Figure 1. Gate families picked out (run 1).
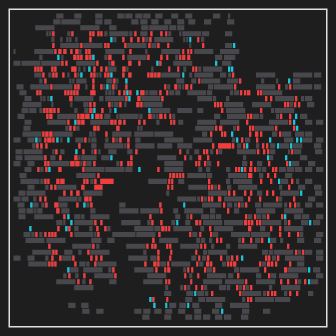
Figure 2. Floorplan with the power grid (run 1).
Pins as bars on the die edge.
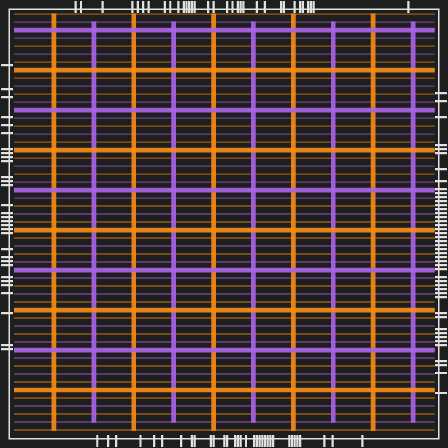
Figure 3. Sequential cells grouped by signal name (run 1).
Other sequential cells in the stronger gray, the rest of the logic in the fainter gray.
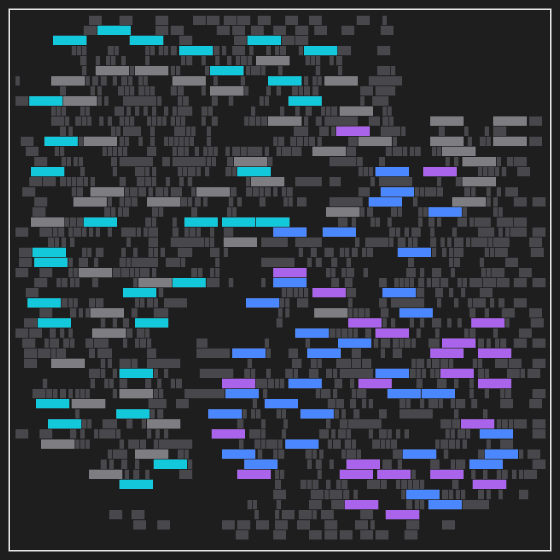
Figure 4. Clock wiring as the flow saved it (run 1).
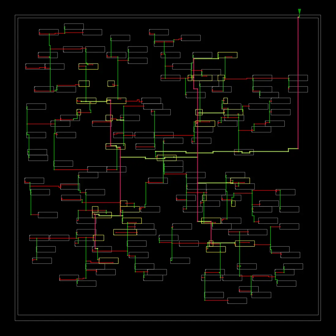
`src/rtl/store_pkg.sv`:
```
// Shared encodings for the MEM-stage store path: access sizes, store FSM states
// and the byte-lane count of the data-memory write bus.
package store_pkg;

  localparam int LANES = 4;

  localparam logic [1:0] SZ_BYTE = 2'b00;
  localparam logic [1:0] SZ_HALF = 2'b01;
  localparam logic [1:0] SZ_WORD = 2'b10;
  localparam logic [1:0] SZ_RSVD = 2'b11;

  typedef enum logic [1:0] {
    IDLE  = 2'b00,
    BEAT0 = 2'b01,
    BEAT1 = 2'b10
  } state_t;

endpackage

```
`src/rtl/lane_align.sv`:
```
// Narrows register data to the store size and places it on little-endian byte
// lanes across a two-word window; mask8 marks the lanes that carry the store.
module lane_align
  import store_pkg::*;
(
  input  logic [1:0]  off,
  input  logic [1:0]  size,
  input  logic [31:0] data,
  output logic [63:0] wide,
  output logic [7:0]  mask8
);

  logic [31:0] masked;
  logic [7:0]  nmask;

  always_comb begin
    masked = '0;
    nmask  = '0;
    unique case (size)
      SZ_BYTE: begin masked = {24'b0, data[7:0]};  nmask = 8'h01; end
      SZ_HALF: begin masked = {16'b0, data[15:0]}; nmask = 8'h03; end
      SZ_WORD: begin masked = data;                nmask = 8'h0f; end
      default: begin masked = '0;                  nmask = 8'h00; end
    endcase
    wide  = {32'b0, masked} << {off, 3'b000};
    mask8 = nmask << off;
  end

endmodule

```
`src/rtl/store_narrow_unit.sv`:
```
// MEM-stage store unit: captures both beats of a store at acceptance, then walks
// them out over a req/ack write bus while holding off the pipeline.
module store_narrow_unit
  import store_pkg::*;
#(
  parameter int ADDR_W = 32,
  parameter int DATA_W = 32
) (
  input  logic              clk,
  input  logic              rst_n,
  input  logic              st_valid,
  output logic              st_ready,
  input  logic [ADDR_W-1:0] st_addr,
  input  logic [DATA_W-1:0] st_data,
  input  logic [1:0]        st_size,
  output logic              busy,
  output logic              done,
  output logic              err,
  output logic              bus_req,
  input  logic              bus_ack,
  output logic [ADDR_W-1:0] bus_addr,
  output logic [DATA_W-1:0] bus_wdata,
  output logic [LANES-1:0]  bus_be
);

  // Handshakes: a store transfers on st_valid & st_ready at a rising edge; a bus
  // beat transfers on bus_req & bus_ack at a rising edge, with all beat fields
  // held constant while bus_req is high. bus_ack without bus_req is ignored.

  state_t state, state_nxt;

  logic [63:0]       wide;
  logic [7:0]        mask8;
  logic [ADDR_W-1:0] b0_addr, b1_addr, st_word_addr;
  logic [DATA_W-1:0] b0_wdata, b1_wdata;
  logic [LANES-1:0]  b0_be, b1_be;
  logic              need_b1;
  logic              done_nxt, err_nxt, load;

  lane_align u_lane_align (
    .off   (st_addr[1:0]),
    .size  (st_size),
    .data  (st_data),
    .wide  (wide),
    .mask8 (mask8)
  );

  assign st_word_addr = {st_addr[ADDR_W-1:2], 2'b00};
  assign st_ready     = (state == IDLE);
  assign busy         = (state != IDLE);
  assign load         = st_valid && st_ready && (st_size != SZ_RSVD);

  always_comb begin
    state_nxt = state;
    done_nxt  = 1'b0;
    err_nxt   = 1'b0;
    bus_req   = 1'b0;
    bus_addr  = '0;
    bus_wdata = '0;
    bus_be    = '0;
    unique case (state)
      IDLE: begin
        if (st_valid) begin
          if (st_size == SZ_RSVD) err_nxt = 1'b1;
          else                    state_nxt = BEAT0;
        end
      end
      BEAT0: begin
        bus_req   = 1'b1;
        bus_addr  = b0_addr;
        bus_wdata = b0_wdata;
        bus_be    = b0_be;
        if (bus_ack) begin
          if (need_b1) begin
            state_nxt = BEAT1;
          end else begin
            state_nxt = IDLE;
            done_nxt  = 1'b1;
          end
        end
      end
      BEAT1: begin
        bus_req   = 1'b1;
        bus_addr  = b1_addr;
        bus_wdata = b1_wdata;
        bus_be    = b1_be;
        if (bus_ack) begin
          state_nxt = IDLE;
          done_nxt  = 1'b1;
        end
      end
      default: state_nxt = IDLE;
    endcase
  end

  always_ff @(posedge clk or negedge rst_n) begin
    if (!rst_n) begin
      state <= IDLE;
      done  <= 1'b0;
      err   <= 1'b0;
    end else begin
      state <= state_nxt;
      done  <= done_nxt;
      err   <= err_nxt;
    end
  end

  // Second-beat address wraps modulo 2^ADDR_W, so the top word rolls to 0.
  always_ff @(posedge clk or negedge rst_n) begin
    if (!rst_n) begin
      b0_addr  <= '0;
      b1_addr  <= '0;
      b0_wdata <= '0;
      b1_wdata <= '0;
      b0_be    <= '0;
      b1_be    <= '0;
      need_b1  <= 1'b0;
    end else if (load) begin
      b0_addr  <= st_word_addr;
      b1_addr  <= st_word_addr + ADDR_W'(4);
      b0_wdata <= wide[31:0];
      b1_wdata <= wide[63:32];
      b0_be    <= mask8[3:0];
      b1_be    <= mask8[7:4];
      need_b1  <= |mask8[7:4];
    end
  end

endmodule

```
`config.mk`:
```
export PLATFORM = sky130hd
export DESIGN_NAME = store_narrow_unit
export DESIGN_NICKNAME = d
export VERILOG_FILES = /design/src/rtl/store_pkg.sv /design/src/rtl/lane_align.sv /design/src/rtl/store_narrow_unit.sv
export SDC_FILE = /design/constraint.sdc
export NUM_CORES = 1
export LEC_CHECK = 0
export ABC_AREA = 1
export CAP_MARGIN = 20
export CORE_MARGIN = 1
export CORE_UTILIZATION = 35
export CTS_CLUSTER_DIAMETER = 120
export DETAILED_ROUTE_END_ITERATION = 10
export PLACE_DENSITY_LB_ADDON = 0.2
export REMOVE_ABC_BUFFERS = 1
export SLEW_MARGIN = 10
export SYNTH_ARGS = -nofsm -noshare
export SYNTH_HDL_FRONTEND = slang
export SYNTH_SLANG_ARGS = --single-unit
```
`constraint.sdc`:
```
create_clock -name clk -period 3.1 [get_ports clk]
set_input_delay 0.465 -clock clk [delete_from_list [all_inputs] [get_ports clk]]
set_output_delay 0.465 -clock clk [all_outputs]
set_load 0.005 [all_outputs]
```
==> flow_summary.ini, run 1 <==
; physical design summary
[status]
status = completed

[worst_setup_path]
critPathLaunch = state[0]
r2r_setup_slack_ns = 1.09
critPathMaxStageDelay_ns = 0.47
worstSetupEndpointType = output port
critPathKind = reg2out
crit_chain = inv_1 > ha_1 > inv_2 > buf_4 > a21oi_1 > clkdlybuf4s50_1
cpMaxStageDelayCell = clkdlybuf4s50_1
cp.depth = 6
startpoint_type = flip-flop

[finish]
clock_buffers = 19
top_regs = b0_wdata: 32 flops, b0_addr: 30 flops, b1_addr: 30 flops
largest_reg_flops = 32
area_growth_pct = 31.7
fin_nets = 1205
combGateArea_sq_mm = 0.00349
num-nonclk-inverters = 70
most-common-layout-cells = 417 x nand2_1, 139 x clkdlybuf4s50_1, 128 x dfrtp_1
top_register = b0_wdata
antenna_cells = 0

[detailed_routing]
drtIter0Drc = 494
finalWirelength_mm = 22.2
dr_wl_met3_mm = 1.43
drtPass1Iterations = 5
wl_per_cell_microns = 15.8

[synth]
netlist_top_cells_count = 417 x nand2_1, 128 x dfrtp_1, 64 x inv_1
yosys_cells = 995
ys_warn_count = 0
synthXorXnorAreaFrac = 0.00364
synth.avg_cell_area_sq_um = 7.25
synth_top_cell_by_area = dfrtp_1
yosys.area_share.adder = 0.0173
ys_area_sq_mm = 0.00721

[final_timing]
slew_headroom = 0.577
setup_viol = 0
hold_ws_ns = 0.00655
rsz0062_at_grt = false
worst_slew_pin_slew_ns = 0.633

[floorplanning]
dieArea_sq_mm = 0.0212
rows = 52
nWellTaps = 270
fp_util = 0.357

[power_and_ir_drop]
pg_comb_mw = 3.10
totalPowerFinal_mw = 7.64
switchingPower_mw = 2.90
leakagePower_nw = 4.26
pwr-share-comb = 0.406
p_clk_frac = 0.252
power_leader = combinational logic
power_density_mw_per_mm2 = 804
swShare = 0.380

[run]
drv_cap = 0
warnings = 32

[placement]
gp_congestion = 0.895
port_buffers = 140

[grt]
grt_max_degree = 94

[clock_network]
cts_hold_buf = 0
htree_num_levels = 4
cts_tree = done
Notes on Figure 1 above:
Key: NAND gates = red [cells 488, where widely spread]; inverters = cyan [cells 70, where widely spread]
Top cell excl fill/tap: nand2_1
Final Non-Filler Cells: 1408
Comb/total area: 0.367

Notes on Figure 2 above:
Key: VDD = purple; VSS = orange
The core has 52 rows. 143 signal pins sit on the boundary.
worst vdd ir: 0.379 mV
die extent in x: 146 microns
core area: 0.0202 sq mm
Die Ht: 146 microns

Notes on Figure 3 above:
Key: b1_wdata = purple [placed flops 24]; b0_wdata = blue [placed flops 32]; b0_addr = cyan [placed flops 30]
Seq power: 2.61 mW
Core Util, Final: 0.469
Reg area: 0.00320 sq mm
Seq area share: 0.337

Notes on Figure 4 above:
Layout Skew: 0.00931 ns
number of CTS-inserted buffers: 17
clk pwr: 1.93 mW
flip-flops: 128
later-pin clock latency in the skew report: 0.42 ns

--- run 2 (diff from run 1) ---
Clock period 3.1 ns to 2.9 ns, I/O delays scaled along.
Figure 5. Clock wiring as the flow saved it (run 2).
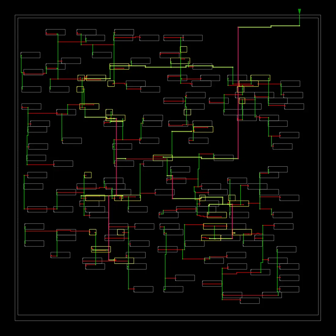
clk pwr: 2.12 mW
Layout Skew: 0.0141 ns
later-pin clock latency in the skew report: 0.43 ns

Figure 6. Sequential cells grouped by signal name (run 2).
Other sequential cells in the stronger gray, the rest of the logic in the fainter gray.
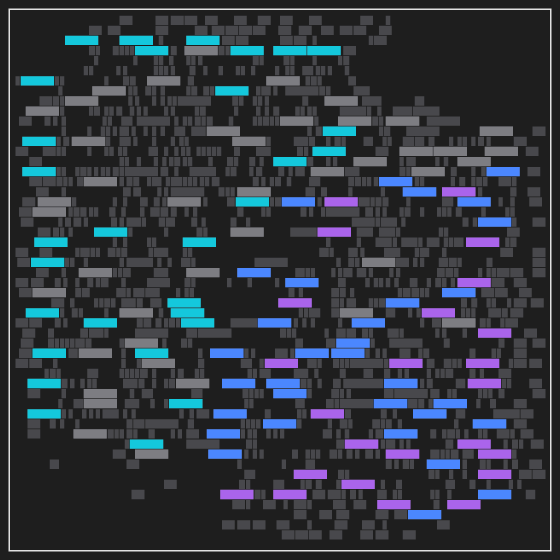
Key: b1_wdata = purple [placed flops 24]; b0_addr = cyan [placed flops 30]; b0_wdata = blue [placed flops 32]
Another 42 sequential cells are not colored.
Seq power: 2.79 mW
Seq area share: 0.336
Core Util, Final: 0.471

Figure 7. Floorplan with the power grid (run 2).
Pins as bars on the die edge.
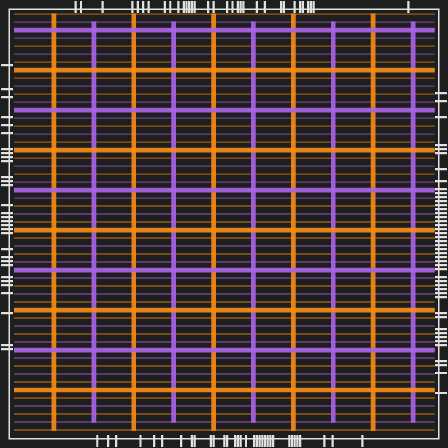
Key: VDD = purple; VSS = orange
10 straps on met4. 53 met1 rails follow the rows.
worst vdd ir: 0.467 mV

==> run 2 against run 1 <==
  * Critical path depth is the same
  * Die area is the same
  * Clock power grew about 10%
  * Clock-buffer cell count shrank 2
  * Power grew 7.9%
  * Critical endpoint unchanged
  * Clock skew grew 0.0048 ns
  * First-iteration DRC count grew 0.61%
==> flow_summary.ini, run 2 <==
; physical design summary
[final_timing]
hold_ws_ns = 0.0312
setup_viol = 0
worst_slew_pin_slew_ns = 0.747
slew_viol_final = 0
rsz0062_at_grt = false
slew_headroom = 0.502
finalCritPeriodShare = 0.960

[clock_network]
cts_tree = done
cts_hold_buf = 0
htree_num_levels = 4
cts_buffers = 17

[worst_setup_path]
critPathKind = reg2out
r2r_setup_slack_ns = 0.71
cp.depth = 6
critPathMaxStageDelay_ns = 0.55
cpMaxStageDelayCell = clkdlybuf4s50_1
crit_chain = inv_1 > ha_1 > inv_4 > buf_6 > a21oi_1 > clkdlybuf4s50_1
startpoint_type = flip-flop
r2r-end = b1_wdata[23]
critPathLaunch = state[0]
worstSetupEndpointType = output port

[power_and_ir_drop]
leakagePower_nw = 4.25
swShare = 0.387
pwr-share-comb = 0.404
power_leader = combinational logic
switchingPower_mw = 3.19
power_density_mw_per_mm2 = 865
pg_comb_mw = 3.33
p_clk_frac = 0.257
totalPowerFinal_mw = 8.24

[synth]
synth.avg_cell_area_sq_um = 7.25
async_flop_share = 1.00
yosys_cells = 995
ys_warn_count = 0
ys_area_sq_mm = 0.00721
synth_flops = 128
synth_top_cell_by_area = dfrtp_1
synthXorXnorAreaFrac = 0.00364
ys_top_logic_family = simple AND/OR/NAND/NOR gates
netlist_top_cells_count = 417 x nand2_1, 128 x dfrtp_1, 64 x inv_1
ys_sh_aoi = 0.130
area_leaders = dfrtp_1 44%, nand2_1 22%, a21oi_1 4.0%, nand3_1 3.8%, inv_1 3.3%
yosys.area_share.adder = 0.0173

[placement]
placed_area_sq_mm = 0.00894
port_buffers = 140
dpl.hpwl_mm = 15.3
place_inst = 1375
gp_congestion = 0.849

[grt]
grt_max_degree = 66
grt_usage = 0.222
top_usage_layer = met2
grt_overflow_total = 0

[floorplanning]
coreArea_sq_mm = 0.0202
die_h_microns = 146
nWellTaps = 270
die-width_microns = 146
dieArea_sq_mm = 0.0212
rows = 52
fp_util = 0.357

[detailed_routing]
drc = 0
wl_per_cell_microns = 16.0
drtIter0Drc = 497
finalWirelength_mm = 22.5
drtPass1Iterations = 5
dr_wl_met3_mm = 1.20
viasPerCell = 4.98

[finish]
num-nonclk-inverters = 70
largest_reg_flops = 32
fin_cells = 1407
drive_gt1_frac = 0.0792
sh_comb_area = 0.367
area_growth_pct = 32.0
top_register = b0_wdata
combGateArea_sq_mm = 0.00349
seq_area_sq_mm = 0.00320
mostFrequentLayoutCell = nand2_1
top_regs = b0_wdata: 32 flops, b0_addr: 30 flops, b1_addr: 30 flops
n_sequential_cell = 128
most-common-layout-cells = 417 x nand2_1, 139 x clkdlybuf4s50_1, 128 x dfrtp_1
clock_buffers = 17
fin_nets = 1204
antenna_cells = 0

[run]
warnings = 32
drv_cap = 0

[status]
status = completed
--- run 3 (diff from run 2) ---
Settings changed: CORE_UTILIZATION 35 to 50.
Figure 8. Floorplan with the power grid (run 3).
Pins as bars on the die edge.
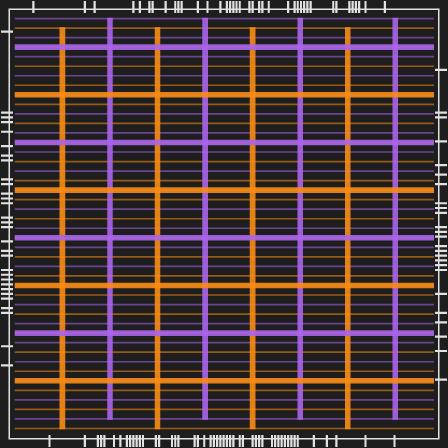
Key: VDD = purple; VSS = orange
8 straps on met4. 143 signal pins sit on the boundary. The core has 43 rows. 44 met1 rails follow the rows.
die extent in x: 122 microns
Die Ht: 122 microns
worst vdd ir: 0.599 mV
core area: 0.0140 sq mm

Figure 9. Signal wires on met1 (run 3).
Supply wires on this layer in gray.
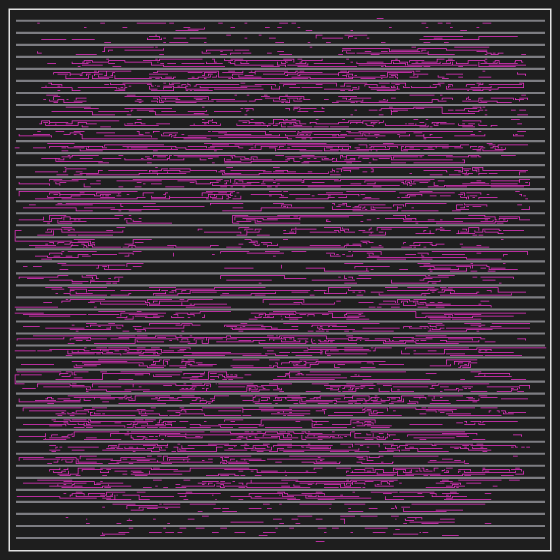
1082 nets have wire on it. The wires run mostly horizontal. The layer holds 44% of the routed length. The layer carries 9270 microns of wire.
via count: 7164
Routed WL: 20.9 mm
met1 Track Usage GR: 0.420

Figure 10. Clock wiring as the flow saved it (run 3).
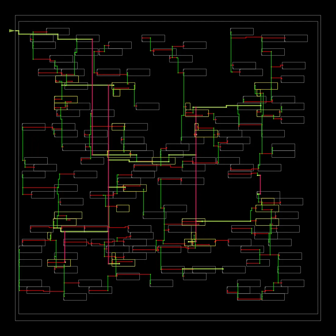
later-pin clock latency in the skew report: 0.42 ns
Layout Skew: 0.00655 ns
clk pwr: 2.02 mW

==> run 3 against run 2 <==
  * Critical path depth did not move
  * Sequential share of layout area rose by 0.58 points
  * Via count rose by 2.3%
  * Sequential power barely moved
  * Synthesized area did not move
  * Combinational power fell by 2%
  * Die area fell by 30%
  * Power fell by 1.9%
  * Non-clock buffer count fell by 3
  * Final cell count fell by 6.8%
  * Clock power fell by 5%
==> flow_summary.ini, run 3 <==
; physical design summary
[synth]
ys_sh_aoi = 0.130
synth_top_cell_by_area = dfrtp_1
ys_warn_count = 0
synthXorXnorAreaFrac = 0.00364
yosys_cells = 995
ys_area_sq_mm = 0.00721
synth.avg_cell_area_sq_um = 7.25
async_flop_share = 1.00

[worst_setup_path]
critPathMaxStageDelay_ns = 0.54
startpoint_type = flip-flop
cpMaxStageDelayCell = clkdlybuf4s50_1
critPathKind = reg2out

[finish]
largest_reg_flops = 32
drive_gt1_frac = 0.0707
num-nonclk-inverters = 70
fin_cells = 1312
mostFrequentLayoutCell = nand2_1
fin_nets = 1201
fin_util = 0.669
seq_area_sq_mm = 0.00320
area_growth_pct = 29.8

[floorplanning]
rows = 43
nWellTaps = 180

[final_timing]
slew_viol_final = 0
setup_viol = 0
rsz0062_at_grt = false

[power_and_ir_drop]
power_leader = combinational logic
pg_comb_mw = 3.26

[status]
status = completed

[grt]
top_usage_layer = met2
grt_overflow_total = 0
grt_max_degree = 92

[clock_network]
cts_tree = done
htree_num_levels = 4

[detailed_routing]
wl_per_cell_microns = 16.0
viasPerCell = 5.46
drtPass1Iterations = 5

[run]
drv_cap = 0

[placement]
port_buffers = 140
Power is estimated from default activity; no workload was simulated.
